$ cat src/rtl/cpu_pkg.sv
// Shared definitions for the 16-bit 5-stage pipeline: opcode map, register
// address width, sequencer state encoding and the pipeline control bundle.
package cpu_pkg;

    localparam int RA_W  = 4;
    localparam int OPC_W = 4;

    // Opcode field is instr[15:12]; only the ones the sequencer cares about
    // (through upstream decode) are listed here.
    localparam logic [OPC_W-1:0] OP_ADD  = 4'h0;
    localparam logic [OPC_W-1:0] OP_SUB  = 4'h1;
    localparam logic [OPC_W-1:0] OP_LW   = 4'h4;
    localparam logic [OPC_W-1:0] OP_SW   = 4'h5;
    localparam logic [OPC_W-1:0] OP_BEQ  = 4'h8;
    localparam logic [OPC_W-1:0] OP_JMP  = 4'h9;
    localparam logic [OPC_W-1:0] OP_MUL  = 4'hA;
    localparam logic [OPC_W-1:0] OP_DIV  = 4'hB;
    localparam logic [OPC_W-1:0] OP_HALT = 4'hF;

    // Sequencer states; the encoding is visible on the debug state port.
    typedef enum logic [2:0] {
        ST_RUN    = 3'd0,
        ST_MULDIV = 3'd1,
        ST_DRAIN  = 3'd2,
        ST_HALTED = 3'd3
    } seq_state_e;

    // Everything the sequencer drives into the pipeline registers.
    typedef struct packed {
        logic pc_we;
        logic ifid_we;
        logic ifid_flush;
        logic idex_we;
        logic idex_flush;
        logic exmem_flush;
        logic alu_busy;
        logic halted;
    } pipe_ctl_t;

    // Free-running pipeline: every stage advances, nothing is killed.
    localparam pipe_ctl_t CTL_ADVANCE = '{
        pc_we: 1'b1, ifid_we: 1'b1, ifid_flush: 1'b0, idex_we: 1'b1,
        idex_flush: 1'b0, exmem_flush: 1'b0, alu_busy: 1'b0, halted: 1'b0
    };

    // Everything frozen and bubbled; used in reset and once halted.
    localparam pipe_ctl_t CTL_SAFE = '{
        pc_we: 1'b0, ifid_we: 1'b0, ifid_flush: 1'b1, idex_we: 1'b0,
        idex_flush: 1'b1, exmem_flush: 1'b1, alu_busy: 1'b0, halted: 1'b0
    };

    function automatic logic op_is_load(input logic [OPC_W-1:0] opc);
        return opc == OP_LW;
    endfunction

    function automatic logic op_is_muldiv(input logic [OPC_W-1:0] opc);
        return (opc == OP_MUL) || (opc == OP_DIV);
    endfunction

    function automatic logic op_is_halt(input logic [OPC_W-1:0] opc);
        return opc == OP_HALT;
    endfunction

    function automatic int max_int(input int a, input int b);
        return (a > b) ? a : b;
    endfunction

endpackage

$ cat src/rtl/pipeline_sequencer_hazard.sv
// Load-use hazard compare: a load in EX whose destination is read by the
// real instruction sitting in ID. Full-width compare, no register excluded.
module pipeline_sequencer_hazard #(
    parameter int RA_W = 4
) (
    input  logic            id_valid,
    input  logic [RA_W-1:0] id_rs1,
    input  logic [RA_W-1:0] id_rs2,
    input  logic            ex_valid,
    input  logic            ex_is_load,
    input  logic [RA_W-1:0] ex_rd,
    output logic            load_use
);

    logic rs1_hit;
    logic rs2_hit;

    // Combinational compare of the EX destination against both ID sources.
    always_comb begin
        rs1_hit  = (ex_rd == id_rs1);
        rs2_hit  = (ex_rd == id_rs2);
        load_use = ex_valid & ex_is_load & id_valid & (rs1_hit | rs2_hit);
    end

endmodule

$ cat src/rtl/pipeline_sequencer.sv
// Stall/flush/halt controller for the IF-ID-EX-MEM-WB pipeline. Sole owner
// of the PC, IF/ID, ID/EX enables and the IF/ID, ID/EX, EX/MEM flushes.
//
//  state  | meaning
//  -------+-----------------------------------------------------------
//  RUN    | normal issue; hazards resolved cycle by cycle
//  MULDIV | mul/div occupying EX; front end frozen, EX/MEM bubbled
//  DRAIN  | halt seen in ID; EX/MEM/WB retire, front end held
//  HALTED | pipeline empty and stopped; only rst leaves this state
module pipeline_sequencer #(
    parameter int MULDIV_CYCLES = 4,
    parameter int DRAIN_CYCLES  = 3,
    parameter int RA_W          = 4
) (
    input  logic            clk,
    input  logic            rst,
    input  logic            id_valid,
    input  logic [RA_W-1:0] id_rs1,
    input  logic [RA_W-1:0] id_rs2,
    input  logic            id_halt,
    input  logic            ex_valid,
    input  logic            ex_is_load,
    input  logic [RA_W-1:0] ex_rd,
    input  logic            ex_muldiv,
    input  logic            ex_redirect,
    output logic            pc_we,
    output logic            ifid_we,
    output logic            ifid_flush,
    output logic            idex_we,
    output logic            idex_flush,
    output logic            exmem_flush,
    output logic            alu_busy,
    output logic            halted,
    output logic [2:0]      state
);

    import cpu_pkg::*;

    // Counter holds at most max(param)-1, so clog2(max) bits suffice.
    localparam int MAX_CNT = max_int(max_int(MULDIV_CYCLES, DRAIN_CYCLES), 2);
    localparam int CNT_W   = $clog2(MAX_CNT);

    // The entry cycle in RUN already counts as the first EX cycle of the
    // mul/div, and the release cycle at count==0 is the last one, hence -2.
    localparam bit             MD_STALL = (MULDIV_CYCLES > 1);
    localparam logic [CNT_W-1:0] MD_LOAD =
        CNT_W'((MULDIV_CYCLES > 1) ? (MULDIV_CYCLES - 2) : 0);
    localparam logic [CNT_W-1:0] DR_LOAD =
        CNT_W'((DRAIN_CYCLES > 0) ? (DRAIN_CYCLES - 1) : 0);
    localparam logic [CNT_W-1:0] CNT_ONE = CNT_W'(1);

    seq_state_e       state_q;
    seq_state_e       state_d;
    logic [CNT_W-1:0] cnt_q;
    logic [CNT_W-1:0] cnt_d;
    pipe_ctl_t        ctl;
    logic             load_use;

    pipeline_sequencer_hazard #(
        .RA_W (RA_W)
    ) u_hazard (
        .id_valid   (id_valid),
        .id_rs1     (id_rs1),
        .id_rs2     (id_rs2),
        .ex_valid   (ex_valid),
        .ex_is_load (ex_is_load),
        .ex_rd      (ex_rd),
        .load_use   (load_use)
    );

    // State and counter register; reset drops straight back to RUN.
    always_ff @(posedge clk or posedge rst) begin
        if (rst) begin
            state_q <= ST_RUN;
            cnt_q   <= '0;
        end else begin
            state_q <= state_d;
            cnt_q   <= cnt_d;
        end
    end

    // Next state, counter and pipeline controls from state and hazards.
    always_comb begin
        state_d = state_q;
        cnt_d   = cnt_q;
        ctl     = CTL_ADVANCE;

        case (state_q)
            ST_RUN: begin
                if (ex_valid && ex_muldiv && MD_STALL) begin
                    // Muldiv wins over a (nonsensical) redirect from the same op.
                    ctl.pc_we       = 1'b0;
                    ctl.ifid_we     = 1'b0;
                    ctl.idex_we     = 1'b0;
                    ctl.exmem_flush = 1'b1;
                    ctl.alu_busy    = 1'b1;
                    cnt_d           = MD_LOAD;
                    state_d         = ST_MULDIV;
                end else if (ex_redirect) begin
                    // IF and ID hold wrong-path instructions; their halt or
                    // load-use hazards are irrelevant.
                    ctl.ifid_flush = 1'b1;
                    ctl.idex_flush = 1'b1;
                end else if (load_use) begin
                    ctl.pc_we      = 1'b0;
                    ctl.ifid_we    = 1'b0;
                    ctl.idex_flush = 1'b1;
                end else if (id_valid && id_halt) begin
                    // Halt stays parked in ID and never reaches EX.
                    ctl.pc_we      = 1'b0;
                    ctl.ifid_we    = 1'b0;
                    ctl.idex_flush = 1'b1;
                    cnt_d          = DR_LOAD;
                    state_d        = ST_DRAIN;
                end
            end

            ST_MULDIV: begin
                if (cnt_q == '0) begin
                    // Result leaves EX this cycle; whole pipe advances.
                    state_d = ST_RUN;
                end else begin
                    ctl.pc_we       = 1'b0;
                    ctl.ifid_we     = 1'b0;
                    ctl.idex_we     = 1'b0;
                    ctl.exmem_flush = 1'b1;
                    ctl.alu_busy    = 1'b1;
                    cnt_d           = cnt_q - CNT_ONE;
                end
            end

            ST_DRAIN: begin
                ctl.pc_we      = 1'b0;
                ctl.ifid_we    = 1'b0;
                ctl.idex_flush = 1'b1;
                if (cnt_q == '0) begin
                    state_d = ST_HALTED;
                end else begin
                    cnt_d = cnt_q - CNT_ONE;
                end
            end

            ST_HALTED: begin
                ctl        = CTL_SAFE;
                ctl.halted = 1'b1;
            end

            default: begin
                ctl     = CTL_SAFE;
                state_d = ST_RUN;
                cnt_d   = '0;
            end
        endcase

        // While reset is held, nothing may load and every stage is bubbled.
        if (rst) begin
            ctl = CTL_SAFE;
        end
    end

    // Port fan-out of the control bundle and debug state.
    always_comb begin
        pc_we       = ctl.pc_we;
        ifid_we     = ctl.ifid_we;
        ifid_flush  = ctl.ifid_flush;
        idex_we     = ctl.idex_we;
        idex_flush  = ctl.idex_flush;
        exmem_flush = ctl.exmem_flush;
        alu_busy    = ctl.alu_busy;
        halted      = ctl.halted;
        state       = state_q;
    end

endmodule

$ cat config.mk
export PLATFORM = sky130hd
export DESIGN_NAME = pipeline_sequencer
export DESIGN_NICKNAME = d
export VERILOG_FILES = /design/src/rtl/cpu_pkg.sv /design/src/rtl/pipeline_sequencer_hazard.sv /design/src/rtl/pipeline_sequencer.sv
export SDC_FILE = /design/constraint.sdc
export NUM_CORES = 1
export LEC_CHECK = 0
export ABC_AREA = 1
export ABC_CLOCK_PERIOD_IN_PS = 1750
export CORE_MARGIN = 3
export CORE_UTILIZATION = 36
export DETAILED_ROUTE_END_ITERATION = 12
export PLACE_DENSITY = 0.75
export REMOVE_ABC_BUFFERS = 1
export SYNTH_ARGS = -nofsm -noshare
export SYNTH_HDL_FRONTEND = slang
export SYNTH_SLANG_ARGS = --single-unit
$ cat constraint.sdc
create_clock -name clk -period 1.75 [get_ports clk]
set_input_delay 0.35 -clock clk [delete_from_list [all_inputs] [get_ports clk]]
set_output_delay 0.35 -clock clk [all_outputs]
set_load 0.02 [all_outputs]
run_1/wire_density.png
Scale bar: 10 microns. The die is cut into 10 by 10 equal tiles; dark blue is low, red is high, scaled to the fullest tile. Values are wire area over tile area, all layers added.
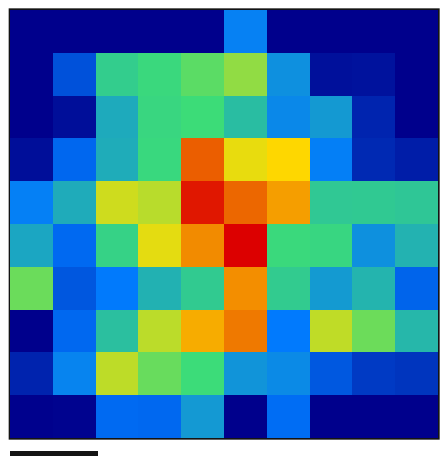
emptiest ninth of the die: north-east
fullest tile: 0.38
mean over tiles: 0.13

run_1/final_congestion.png
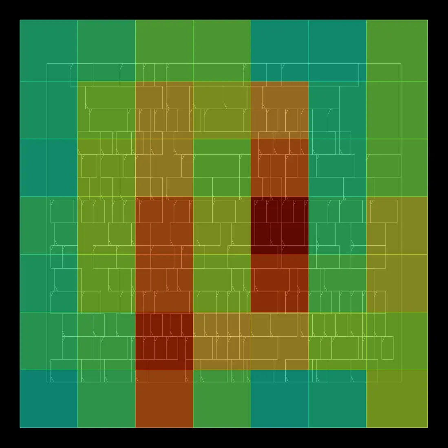
Final Util: 0.7244
Global Route Usage Sum: 0.1764

run_1/metal_stack.png
Scale bar: 10 microns.
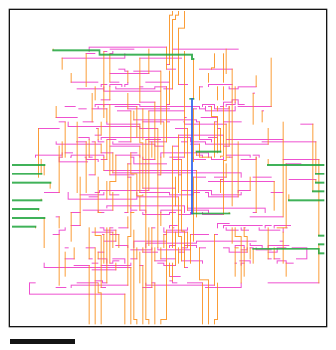
| layer | colour | wire length |
|---|---|---|
| met3 | green | 94.7 microns |
| met1 | magenta | 851 microns |
| met4 | blue | 17.7 microns |
| met2 | orange | 955 microns |

run 1: Yosys cell counts, types with 2 or more instances:
cell type,number
sky130_fd_sc_hd__nand2_1,47
sky130_fd_sc_hd__inv_1,21
sky130_fd_sc_hd__nor2_1,13
sky130_fd_sc_hd__inv_2,7
sky130_fd_sc_hd__ha_1,5
sky130_fd_sc_hd__dfrtp_1,4
sky130_fd_sc_hd__nand3_1,4
sky130_fd_sc_hd__a21oi_1,3
sky130_fd_sc_hd__o21ai_0,3
sky130_fd_sc_hd__buf_4,2
sky130_fd_sc_hd__nand2_2,2
sky130_fd_sc_hd__nand2_4,2
run 1: cells in the final DEF, fill, tap and decap left out, types with 4 or more instances in the layout:
cell,count
sky130_fd_sc_hd__nor2_1,10
sky130_fd_sc_hd__buf_4,22
sky130_fd_sc_hd__nand2_1,44
sky130_fd_sc_hd__nand2_2,4
sky130_fd_sc_hd__clkdlybuf4s50_1,6
sky130_fd_sc_hd__buf_6,4
sky130_fd_sc_hd__nand3_1,4
sky130_fd_sc_hd__inv_2,9
sky130_fd_sc_hd__inv_1,18
sky130_fd_sc_hd__dfrtp_1,4
sky130_fd_sc_hd__dlygate4sd2_1,14
run 1: worst max-delay path by stage:
stage | startpoint | end | slack, ps | cells after the start
final | state[0]$_DFFE_PP0P_ | ifid_we | -100 | 7
after floorplan | state[0]$_DFFE_PP0P_ | ifid_we | -430 | 6
after global placement | ex_rd[2] | pc_we | -660 | 10
after detailed placement | ex_rd[2] | ifid_we | -710 | 10
after CTS | state[0]$_DFFE_PP0P_ | pc_we | -110 | 7
after global routing | state[0]$_DFFE_PP0P_ | ifid_we | -180 | 7
run 1: power by group through the flow:
stage	Combinational, W	Sequential (W)	Clock [W]
after CTS	0.00126	0.000168	0.000135
after global routing	0.00149	0.000172	0.000141
after global placement	0.00119	0.000162	0
final	0.00135	0.000167	0.000125
after detailed placement	0.00121	0.000165	0
after floorplan	0.000657	0.000204	0
run 1: flip-flops by register name, indices dropped and copies added, names as in the netlist:
| register | flops |
|---|---|
| cnt_q | 2 |
| state | 2 |
run 1: critical path: cells and delay by family (launching register included):
kind,cells,cell delay (ps)
AND/OR/NAND/NOR,2,190
buffers and inverters,3,330
flip-flops,1,370
AND-OR/OR-AND,1,170
adder cells (fa/ha/maj),1,190
run 1: routing by layer:
metal / track usage / part of all wire / vias to the layer above
li1: - / - / 448
met1: 0.1970 / 0.44 / 338
met2: 0.3054 / 0.50 / 21
met3: 0.05215 / 0.049 / 2
met4: 0.08057 / 0.0089 / 0
met5: 0 / 0 / -
run 1: kinds of logic after synthesis:
logic type / Yosys count
flops: 4
fa+ha+maj: 5
compound gates: 7
simple gates: 72
buf+inv: 30
other cells: 1
run 1: area by class of cell:
| type | count | area [sq um] |
|---|---|---|
| multi-input combinational | 85 | 496.7 |
| fill | 152 | 444.2 |
| timing repair buffer | 48 | 410.4 |
| inverter | 28 | 107.6 |
| sequential | 4 | 100.1 |
| tap | 24 | 30.03 |
| clock buffer | 3 | 22.52 |
run 1: repair_timing:
| item | in CTS | in global routing |
|---|---|---|
| endpoints found under the setup margin | 8 | 9 |
| setup buffers | 0 | 1 |
| gates resized | 65 | 13 |
| pin swaps | 10 | 5 |
==> git commit body, run 1 <==
Refresh implementation metrics

- Share of the synthesized area in the top cell type: 0.2686
* Status: complete, but fails checks
- Tmin final: roughly 1800 ps
- Among the non-sequential cells, simple AND/OR/NAND/NOR gates take the most area.
- On the reported timing paths, the clock transition at the registers reads 40 ps.
- Looking at the reg2reg group, the worst path starts from state[0]$_DFFE_PP0P_.
* Dominant register cell: sky130_fd_sc_hd__dfrtp_1
* Total wirelength of the detailed-routed design: between 1.5 and 2 mm
- Final worst setup slack: -97.51 ps
* Post-route standard cell area excluding fillers: 1167 sq um
- Counting flops with an async set or reset pin after synthesis yields a share of 1.000.
- Die area: about 2400 sq um
- Failing checks: setup timing
- The last timing report of the flow puts the setup violation total at 7.
- Net Switching: 0.0007773 W
* Clock buffers created by TritonCTS: 3
- In this run, the synthesized area fraction spent on adder and majority cells is recorded as 0.09524.
- Placeable Area: 1612 sq um
* Post-synthesis average cell area: 5.520 sq um
* Via count of the first global-routing pass: 810
- Total Neg Setup Slack: -375.7 ps
run_1/pins.png
Pins as bars across the die edge, other pins in grey.
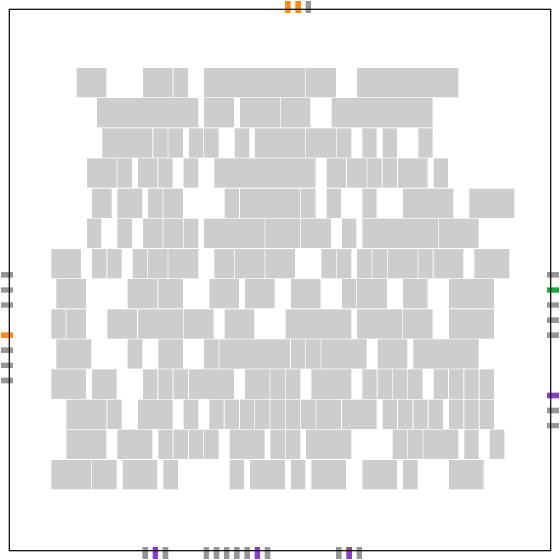

==> run 1 -> run 2 <==
- SETUP_SLACK_MARGIN: default -> 0.1
run_2/pins.png
Pins as bars across the die edge, other pins in grey.
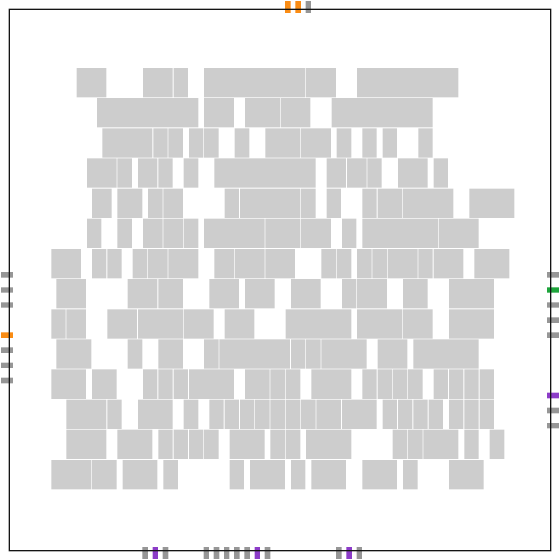
| port | colour | pins | direction | edge |
|---|---|---|---|---|
| rst | green | 1 | input | east |
| state | orange | 3 | output | 2 north, 1 west |
| id_rs2 | purple | 4 | input | 3 south, 1 east |
all pins by edge: 13 south, 8 east, 7 west, 3 north
Chip Height: 48.72 microns
x dimension of the die: 48.72 microns
number of I/O port buffers: 29

run_2/metal_stack.png
Scale bar: 10 microns.
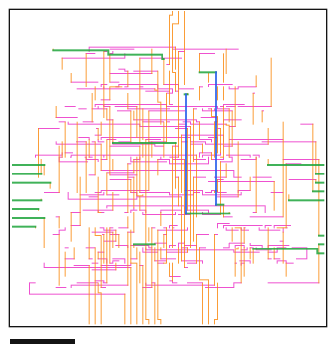
| layer | colour | wire length |
|---|---|---|
| met4 | blue | 38.8 microns |
| met2 | orange | 930 microns |
| met1 | magenta | 847 microns |
| met3 | green | 104 microns |

==> run 2 against run 1 <==
Net effect: the flow still finishes with violations (setup timing); die area unchanged; register-to-register slack hardly changed; hold slack improved by 0.92 ps; fmax about the same; total power decreased by 0.23%.
==> git commit body, run 2 <==
Refresh implementation metrics

- Status: complete, but fails checks
- The checks that failed: setup timing.
- The post-detailed-routing wire length was 1.919 mm (about the same).
- Post-synthesis instance area: 656.9 sq um
- The global-route usage over all layers came to 0.1764 (unchanged).
- Post-synthesis average cell area: 5.520 sq um (unchanged)
- Via count of the first global-routing pass: 828 (+2.2%)
* Clock skew: 11.32 ps
- The synthesis stats list as the most numerous cell sky130_fd_sc_hd__nand2_1.
* Placed cell count: 188
- The most common logic cell in the final layout is sky130_fd_sc_hd__nand2_1.
* Area used by multi-input combinational logic: 499.2 sq um (+0.50%)
- Fillers: 154 (+1.3%)
* Final worst setup slack: -96.38 ps (+1.128 ps)
* Antenna Diode Count: 0
* Required time of the worst setup path: 1400 ps
- The total core area came to 1612 sq um (unchanged).
* Most frequent cells in the layout: sky130_fd_sc_hd__nand2_1, sky130_fd_sc_hd__buf_4, sky130_fd_sc_hd__inv_1
* CTS sink count: 4
* Crit. End Element: output port
* Tmin final: 1846 ps (-1.129 ps)
* Clock buffers created by TritonCTS: 3 (unchanged)
* Net Switching: 0.0007849 W (+0.98%)
- After its last routability iteration, the placer logged a weighted congestion of 0.7743.
- Commonest cells post-synth: sky130_fd_sc_hd__nand2_1, sky130_fd_sc_hd__inv_1, sky130_fd_sc_hd__nor2_1, sky130_fd_sc_hd__inv_2, sky130_fd_sc_hd__ha_1
* Share of flip-flops with an asynchronous set or reset after synthesis: 1.000 (unchanged)
- Die area: 2373 sq um (unchanged)
* Dominant register cell: sky130_fd_sc_hd__dfrtp_1
- The proportion of netlist area held by the largest area contributor is 0.2686 (unchanged).
- Number of setup violations in the final report: 5 (-2)
- In this run the remaining antenna-violating nets after routing total 0.
- Register area: 100.1 sq um (unchanged)
## run 2: cell counts after synthesis
No cell type changed its count.
## run 2: worst max-delay path: stages, from the launching register on
cell                      delay [ps]
sky130_fd_sc_hd__dfrtp_1         360
sky130_fd_sc_hd__buf_4           140
sky130_fd_sc_hd__ha_2            190
sky130_fd_sc_hd__nand2_1         100
sky130_fd_sc_hd__nand2_2         100
sky130_fd_sc_hd__inv_2            50
sky130_fd_sc_hd__a21oi_4         170
sky130_fd_sc_hd__buf_6           140
## run 2: area by class of cell
class                      count  area share
tap                           24     0.02578
timing repair buffer          48      0.3480
inverter                      28     0.09237
sequential                     4     0.08593
clock buffer                   3     0.01933
multi-input combinational     85      0.4286
## run 2: stage by stage
step / worst slack (ps) / TNS, ps / power, W / utilization / cell area (sq um)
after global placement: -657.4 / -4141 / 0.001348 / 0.6809 / 1097
after global routing: -185.0 / -1034 / 0.001800 / 0.7228 / 1165
after CTS: -108.0 / -418.2 / 0.001550 / 0.6941 / 1119
after floorplan: -426.0 / -852.0 / 0.0008611 / - / 641.9
final: -96.38 / -341.3 / 0.001642 / 0.7228 / 1165
after detailed placement: -710.0 / -4475 / 0.001380 / 0.6809 / 1097
## run 2: layer usage
metal	part of all wire	wire, microns	vias up	global-route usage
li1	-	-	450	-
met1	0.44	846	342	0.1933
met2	0.48	929	25	0.2941
met3	0.054	103	4	0.05828
met4	0.020	38	0	0.1043
met5	0	0	-	0
## run 2: cell families after synthesis
family          after synthesis  synth area share
buf+inv                      30            0.1829
flops                         4            0.1524
simple gates                 72            0.5067
fa+ha+maj                     5           0.09524
compound gates                7           0.05713
other cells                   1          0.005709
## run 2: power groups by stage
stage / Sequential, W / Clock [W] / Combinational [W]
after floorplan: 0.000204 / 0 / 0.000657
after global placement: 0.000162 / 0 / 0.00119
after detailed placement: 0.000165 / 0 / 0.00121
after CTS: 0.000168 / 0.000135 / 0.00125
after global routing: 0.000172 / 0.000142 / 0.00149
final: 0.000167 / 0.000130 / 0.00135
## run 2: repair_timing
action | in CTS | in global routing
setup buffers | 0 | 1
setup endpoints to repair | 10 | 12
pin swaps | 10 | 6
gates resized | 68 | 12
## run 2: path summary, 6_finish.rpt
path                                       from                    to  slack (ps)  depth (start not counted)
min reg2reg                cnt_q[1]$_DFFE_PP0P_  cnt_q[1]$_DFFE_PP0P_         460                          2
min                        cnt_q[1]$_DFFE_PP0P_  cnt_q[1]$_DFFE_PP0P_         460                          2
max reg2reg                state[0]$_DFFE_PP0P_  state[0]$_DFFE_PP0P_         130                         10
max in group asynchronous                   rst  state[1]$_DFFE_PP0P_        1110                          3
max                        state[0]$_DFFE_PP0P_               ifid_we        -100                          7
min in group asynchronous                   rst  cnt_q[0]$_DFFE_PP0P_         530                          3
==> run 2 -> run 3 <==
- GPL_ROUTABILITY_DRIVEN: default -> 0
run_3/final_congestion.png
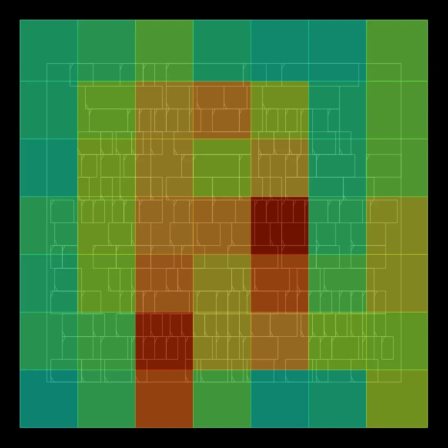
Final Util: 0.7228
global routing usage on met1: 0.1933

run_3/pins.png
Pins as bars across the die edge, other pins in grey.
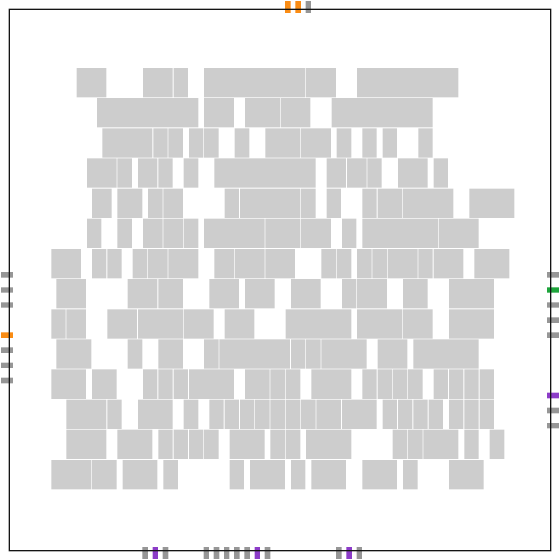
| port | colour | pins | direction | edge |
|---|---|---|---|---|
| rst | green | 1 | input | east |
| state | orange | 3 | output | 2 north, 1 west |
| id_rs2 | purple | 4 | input | 3 south, 1 east |
all pins by edge: 13 south, 8 east, 7 west, 3 north

==> run 3 against run 2 <==
Net effect: the run still ends with setup timing left; critical endpoint unchanged; fmax stayed put; global-route usage stayed put; critical path type unchanged; largest power group unchanged; wire length stayed put; final area stayed put; highest routed layer unchanged; core utilization stayed put; clock power hardly changed; clock-buffer cell count stayed put.
==> git commit body, run 3 <==
Refresh implementation metrics

* Status: complete, but fails checks
- Failing checks: setup timing
- Fillers: 154 (unchanged)
* Remaining antenna violation count: 0 (unchanged)
- Die area: 2373 sq um (unchanged)
- Met3 Usage GRT: 0.05828 (unchanged)
* Most numerous cell in the Yosys netlist: sky130_fd_sc_hd__nand2_1
* Most frequent standard cell in the layout excluding fill and tap cells: sky130_fd_sc_hd__nand2_1
- Number of setup violations in the final report: 5 (unchanged)
- Placeable Area: 1612 sq um (unchanged)
- Final worst setup slack: -96.38 ps (unchanged)
- The maximum clock skew at final layout was 11.32 ps (unchanged).
- The cell area reported after detailed placement came to 1097 sq um (unchanged).
* Dominant register cell: sky130_fd_sc_hd__dfrtp_1
- The vertical extent of the die is 48.72 microns (unchanged).
- Commonest cells post-synth: sky130_fd_sc_hd__nand2_1, sky130_fd_sc_hd__inv_1, sky130_fd_sc_hd__nor2_1, sky130_fd_sc_hd__inv_2, sky130_fd_sc_hd__ha_1
* Worst path bufs/invs: 3 (unchanged)
* Critical path's slowest cell: sky130_fd_sc_hd__dfrtp_1
- Share of the synthesized area in the top cell type: 0.2686 (unchanged)
- The final critical delay including setup and external delays came to 1846 ps (unchanged).
- The global router reports that the layer with the highest usage is met2.
- The average size of a mapped cell is 5.520 sq um (unchanged).
- GR Layer Usage met2: 0.2941 (unchanged)
* Crit path max-delay family: flip-flops
- The total number of clock tree sinks is 4 (unchanged).
- Global Route Usage Sum: 0.1764 (unchanged)
[run 3: cell counts after synthesis]
No cell type changed its count.
[run 3: layout make-up]
type	count	area, sq um	area share
Clock buffer	3	22.52	0.01933
Inverter	28	107.6	0.09237
Multi-Input combinational cell	85	499.2	0.4286
Sequential cell	4	100.1	0.08593
Tap cell	24	30.03	0.02578
Timing Repair Buffer	48	405.4	0.3480
[run 3: timing repair]
action	in CTS	in global routing
setup endpoints to repair	10	12
gates cloned	0	0
pin swaps	10	6
setup buffers	0	1
gates resized	68	12
[run 3: tightest hold or removal path: stages, from the launching register on]
cell and delay (ps):
sky130_fd_sc_hd__dfrtp_1 330, sky130_fd_sc_hd__nand2_1 50, sky130_fd_sc_hd__nand2_1 40
[run 3: metal layers]
layer | up-vias | wire (microns)
met5 | - | 0
met4 | 0 | 38
met3 | 4 | 103
met2 | 25 | 929
met1 | 342 | 846
li1 | 450 | -
[run 3: power by group]
part	internal [W]	switching [W]
logic	0.000638	0.000707
registers	0.000142	0.0000251
clock network	0.0000777	0.0000527
[run 3: kinds of logic (layout without fill, tap and decap cells)]
| family | after synthesis | in the layout | synth area share |
|---|---|---|---|
| fa+ha+maj | 5 | 5 | 0.09524 |
| flops | 4 | 4 | 0.1524 |
| buf+inv | 30 | 79 | 0.1829 |
| other cells | 1 | 1 | 0.005709 |
| compound gates | 7 | 7 | 0.05713 |
| simple gates | 72 | 72 | 0.5067 |
[run 3: worst paths after layout]
kind / endpoint / depth (start not counted) / slack, ps / from
max: ifid_we / 7 / -100 / state[0]$_DFFE_PP0P_
min: cnt_q[1]$_DFFE_PP0P_ / 2 / 460 / cnt_q[1]$_DFFE_PP0P_
max reg2reg: state[0]$_DFFE_PP0P_ / 10 / 130 / state[0]$_DFFE_PP0P_
min reg2reg: cnt_q[1]$_DFFE_PP0P_ / 2 / 460 / cnt_q[1]$_DFFE_PP0P_
max in group asynchronous: state[1]$_DFFE_PP0P_ / 3 / 1110 / rst
min in group asynchronous: cnt_q[0]$_DFFE_PP0P_ / 3 / 530 / rst
[run 3: through the flow]
step / TNS, ps / setup WS (ps) / cells / hold WS, ps / utilization
global route: -1034 / -185.0 / 192 / 486.3 / 0.7228
global placement: -4141 / -657.4 / 188 / 464.9 / 0.6809
floorplan: -852.0 / -426.0 / 117 / 124.4 / -
detailed placement: -4475 / -710.0 / 188 / 459.3 / 0.6809
finish: -341.3 / -96.38 / 192 / 462.7 / 0.7228
CTS: -418.2 / -108.0 / 191 / 470.6 / 0.6941
Power and IR drop assume default switching activity.
